## src/rtl/pyramid_level_sequencer.sv

```systemverilog
// Walks a 4/5-per-level image pyramid: emits level 0, then drives the external width/height
// calculators level by level until a dimension drops below MIN_DIM or MAX_LEVELS is reached.
// Optional PYRAMID_ERR_EN adds o_err and rejects undersized base images at start.
module pyramid_level_sequencer #(
  parameter int COORD_BITS = 16,
  parameter int LEVEL_BITS = 4,
  parameter int MAX_LEVELS = 8,
  parameter int MIN_DIM    = 16
) (
  input  logic                  i_clk,
  input  logic                  i_reset,
  input  logic                  i_start,
  input  logic [COORD_BITS-1:0] i_base_width,
  input  logic [COORD_BITS-1:0] i_base_height,
  output logic                  o_calc_in_valid,
  output logic [COORD_BITS-1:0] o_calc_in_width,
  output logic [COORD_BITS-1:0] o_calc_in_height,
  input  logic                  i_calc_out_valid,
  input  logic [COORD_BITS-1:0] i_calc_out_width,
  input  logic [COORD_BITS-1:0] i_calc_out_height,
  output logic                  o_out_valid,
  input  logic                  i_out_ready,
  output logic [LEVEL_BITS-1:0] o_out_level,
  output logic [COORD_BITS-1:0] o_out_width,
  output logic [COORD_BITS-1:0] o_out_height,
  output logic                  o_out_last,
  output logic                  o_busy,
  output logic                  o_done
`ifdef PYRAMID_ERR_EN
  ,
  output logic                  o_err
`endif
);

  typedef enum logic [1:0] {S_IDLE, S_CALC, S_EMIT} state_t;

  localparam logic [COORD_BITS-1:0] LP_MIN      = COORD_BITS'(MIN_DIM);
  localparam logic [LEVEL_BITS:0]   LP_LAST_LVL = (LEVEL_BITS+1)'(MAX_LEVELS - 1);
  localparam bit                    LP_SINGLE   = (MAX_LEVELS == 1);

  state_t                r_state;
  logic [COORD_BITS-1:0] r_cur_w, r_cur_h, r_nxt_w, r_nxt_h, r_ci_w, r_ci_h;
  logic [LEVEL_BITS-1:0] r_level;
  logic                  r_last, r_ci_valid, r_out_valid, r_busy, r_done;

  logic                  w_base_small, w_res_small, w_reject, w_hs;
  logic [LEVEL_BITS:0]   w_level_inc;

  assign w_base_small = (i_base_width < LP_MIN) || (i_base_height < LP_MIN);
  assign w_res_small  = (i_calc_out_width < LP_MIN) || (i_calc_out_height < LP_MIN);
  assign w_hs         = r_out_valid && i_out_ready;
  assign w_level_inc  = {1'b0, r_level} + (LEVEL_BITS+1)'(1);

`ifdef PYRAMID_ERR_EN
  logic r_err;
  assign w_reject = w_base_small;
  assign o_err    = r_err;
`else
  assign w_reject = 1'b0;
`endif

  always_ff @(posedge i_clk) begin
    if (i_reset) begin
      r_state     <= S_IDLE;
      r_cur_w     <= '0;
      r_cur_h     <= '0;
      r_nxt_w     <= '0;
      r_nxt_h     <= '0;
      r_ci_w      <= '0;
      r_ci_h      <= '0;
      r_level     <= '0;
      r_last      <= 1'b0;
      r_ci_valid  <= 1'b0;
      r_out_valid <= 1'b0;
      r_busy      <= 1'b0;
      r_done      <= 1'b0;
`ifdef PYRAMID_ERR_EN
      r_err       <= 1'b0;
`endif
    end else begin
      r_ci_valid <= 1'b0;
      r_done     <= 1'b0;
`ifdef PYRAMID_ERR_EN
      r_err      <= (r_state == S_IDLE) && i_start && w_base_small;
`endif
      case (r_state)
        S_IDLE: begin
          if (i_start && !w_reject) begin
            r_cur_w <= i_base_width;
            r_cur_h <= i_base_height;
            r_level <= '0;
            r_busy  <= 1'b1;
            // An undersized base can only get here with the error check disabled: emit it alone.
            if (LP_SINGLE || w_base_small) begin
              r_last      <= 1'b1;
              r_out_valid <= 1'b1;
              r_state     <= S_EMIT;
            end else begin
              r_last     <= 1'b0;
              r_ci_valid <= 1'b1;
              r_ci_w     <= i_base_width;
              r_ci_h     <= i_base_height;
              r_state    <= S_CALC;
            end
          end
        end
        S_CALC: begin
          // A strobe coinciding with our own request pulse predates the restart, so it is stale.
          if (i_calc_out_valid && !r_ci_valid) begin
            r_nxt_w     <= i_calc_out_width;
            r_nxt_h     <= i_calc_out_height;
            r_last      <= w_res_small;
            r_out_valid <= 1'b1;
            r_state     <= S_EMIT;
          end
        end
        S_EMIT: begin
          if (w_hs) begin
            if (r_last) begin
              r_out_valid <= 1'b0;
              r_busy      <= 1'b0;
              r_done      <= 1'b1;
              r_state     <= S_IDLE;
            end else begin
              r_cur_w <= r_nxt_w;
              r_cur_h <= r_nxt_h;
              r_level <= w_level_inc[LEVEL_BITS-1:0];
              if (w_level_inc == LP_LAST_LVL) begin
                r_last <= 1'b1;
              end else begin
                r_out_valid <= 1'b0;
                r_ci_valid  <= 1'b1;
                r_ci_w      <= r_nxt_w;
                r_ci_h      <= r_nxt_h;
                r_state     <= S_CALC;
              end
            end
          end
        end
        default: r_state <= S_IDLE;
      endcase
    end
  end

  assign o_calc_in_valid  = r_ci_valid;
  assign o_calc_in_width  = r_ci_w;
  assign o_calc_in_height = r_ci_h;
  assign o_out_valid      = r_out_valid;
  assign o_out_level      = r_level;
  assign o_out_width      = r_cur_w;
  assign o_out_height     = r_cur_h;
  assign o_out_last       = r_last;
  assign o_busy           = r_busy;
  assign o_done           = r_done;

endmodule
```

## config.mk

```make
export PLATFORM = sky130hd
export DESIGN_NAME = pyramid_level_sequencer
export DESIGN_NICKNAME = d
export VERILOG_FILES = /design/src/rtl/pyramid_level_sequencer.sv
export SDC_FILE = /design/constraint.sdc
export NUM_CORES = 1
export LEC_CHECK = 0
export ABC_AREA = 1
export CAP_MARGIN = 40
export CORE_MARGIN = 4
export CORE_UTILIZATION = 34
export CTS_CLUSTER_DIAMETER = 80
export CTS_CLUSTER_SIZE = 12
export DETAILED_ROUTE_END_ITERATION = 10
export PLACE_DENSITY = 0.65
export SYNTH_ARGS = -nofsm -noshare
export SYNTH_HDL_FRONTEND = slang
export SYNTH_SLANG_ARGS = --single-unit
```

## constraint.sdc

```tcl
create_clock -name i_clk -period 4.9 [get_ports i_clk]
set_input_delay 1.225 -clock i_clk [delete_from_list [all_inputs] [get_ports i_clk]]
set_output_delay 1.225 -clock i_clk [all_outputs]
set_load 0.05 [all_outputs]
```

**Signal wires on met4**

Scale bar: 50 µm.
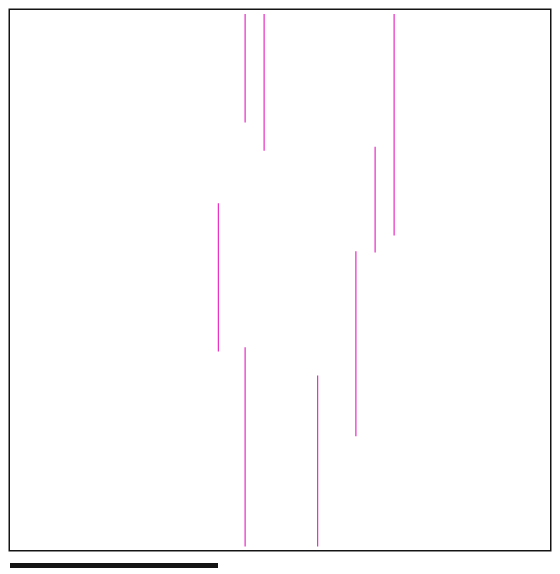
- nets with wire on the layer: 6
- longest straight run: 53.0 µm
- main direction: vertical
- share of all routed wire: 2.2%
- wire length on this layer: 305 µm

==> flow_summary.ini <==
; flow metrics
[die]
fp.dieW_um = 130
ios = 142
dieArea_um2 = 16900

[worst_setup_path]
critical_path_arrival_ns = 3.34
required_ns = 5.14
start_kind = input port
cpPeakStageDelay_ns = 0.55
critPathKind = in2reg
end_kind = register
r2r_start = r_state[0]
path_max_fanout = 43
crit_start = i_start

[synthesis]
numSynthFlops = 107
simple_gate_share_pct = 24.4
edf_count = 0
mux_share_pct = 0
syn_nets = 781
ys_sh_aoi_pct = 18.6
ys_cells = 706
logic_family = simple AND/OR/NAND/NOR gates
syn_inst = 706
ys_warn_count = 0

[clock_network]
clkSinkCount = 107
cts_tree = built
cts_htree_levels = 3
ctsResizeCount = 0
holdBufCountCts = 0
worstSkewPairLatency_ns = 0.34
root_buffer = clkbuf_16
path_clk_slew_ns = 0.07

[sta]
setup_ws_ns = 1.81
slew_headroom_pct = 55.0
post-route-period-util_pct = 63.1
rsz0062_at_grt = no
hold_viol_final = 0
fmax_mhz = 323
setup_tns_ns = 0
slew_violations = 0
fin_worst_skew_ns = 0.00358
fin_crit_ns = 3.09
worstMarginPinSlew_ns = 0.674

[route]
route.detailed.drc = 0
routed_via_density = 4.52
drtPass1Iterations = 5
ant_nets = 0
wl_per_cell_um = 13.8

[layout]
final_cell_mix = clkdlybuf4s50_1 (140), nand2_1 (137), dfxtp_1 (107)
final_net_count = 894
final_core_util_pct = 47.3
logic_area_um2 = 2260
regArea_um2 = 2140
drive_above_1_share_pct = 8.62
n_fill_cell = 1513
area_growth_pct = 36.0
stdcell_count = 1009

[grt]
grt_pass1_wl_um = 22000
grt.total_usage_pct = 16.4
grt_pass1_vias = 4216
grt_max_degree = 68
globalRouteOverflowTotal = 0
antenna_found_initial = 0

[hold_path]
hold_class = reg2reg
min_from = r_nxt_h[13]

[placed_design]
hpwlAfterDp_um = 10500
place_congestion = 0.843
io_buffer_count = 141
dp.cells = 992

[run]
openroad.warnings = 30

[power_and_ir_drop]
total_power_w = 0.00511
cellLeakagePower_nw = 2.83

[status]
status = finished clean
**Gate families picked out**

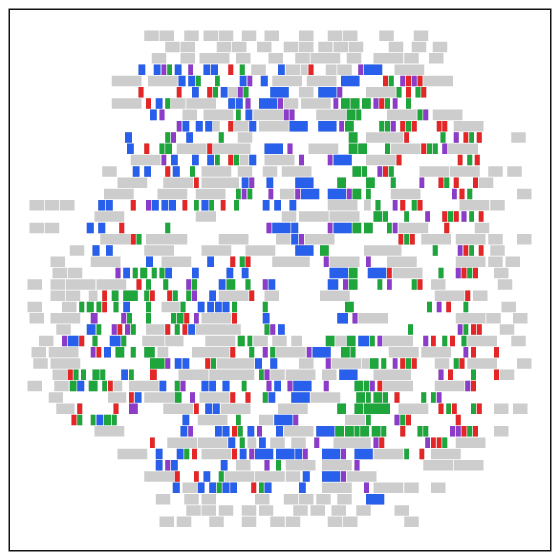
- purple: NOR gates (cells 100)
- red: inverters (cells 115)
- green: NAND gates (cells 186)
- blue: inverting AOI/OAI gates (cells 142)

final cells by class:
| class | instances | area share (%) |
|---|---|---|
| Clock buffer | 11 | 3.67 |
| Clock inverter | 5 | 1.09 |
| Timing Repair Buffer | 147 | 21.6 |
| Tap cell | 184 | 3.35 |
| Sequential cell | 107 | 31.1 |
| Multi-Input combinational cell | 439 | 32.8 |
| Antenna cell | 1 | 0.0364 |
| Inverter | 115 | 6.29 |
path summary, 6_finish.rpt:
kind | to | slack (ns) | cells after the start
max | o_calc_in_width[10] | 1.81 | 11
min reg2reg | r_nxt_h[13] | 0.45 | 2
min | r_nxt_h[13] | 0.45 | 2
max reg2reg | o_calc_in_width[10] | 2.15 | 8
metal layers:
layer  global-route usage (%)  vias up  routed length (µm)
met5                        0        -                   0
met4                     6.42        0                 304
met3                     2.17       19                 586
met2                     24.3      100                6020
met1                     24.2     1981                6990
li1                         -     2460                   -
power breakdown:
part	total (W)	leakage [nW]	switching (W)	internal [W]
Combinational	0.00293	1.78	0.00199	0.000939
Sequential	0.00139	0.882	0.000185	0.00121
Clock	0.000788	0.165	0.000315	0.000473
Total	0.00511	2.83	0.00249	0.00262
Yosys cell counts, types with 2 or more instances:
library cell	number	area (µm²)
nor2_1	98	368
nand2_2	2	12.5
or2_1	2	12.5
buf_6	4	45.0
buf_4	4	30.0
o21ai_0	66	330
buf_1	4	15.0
buf_2	15	75.1
inv_1	105	394
clkbuf_1	18	67.6
a21oi_1	40	200
nand3_1	11	55.1
dfxtp_1	107	2140
a211oi_1	3	22.5
ha_1	6	75.1
a211oi_2	29	363
nand2_1	137	514
nand4_1	33	206
inv_2	10	37.5
worst max-delay path: cells and delay by family:
family,cells,cell delay [ns]
and+or+nand+nor,6,0.97
buffers and inverters,5,1.14
No activity file was given, so power comes from the tool's default toggle rates.
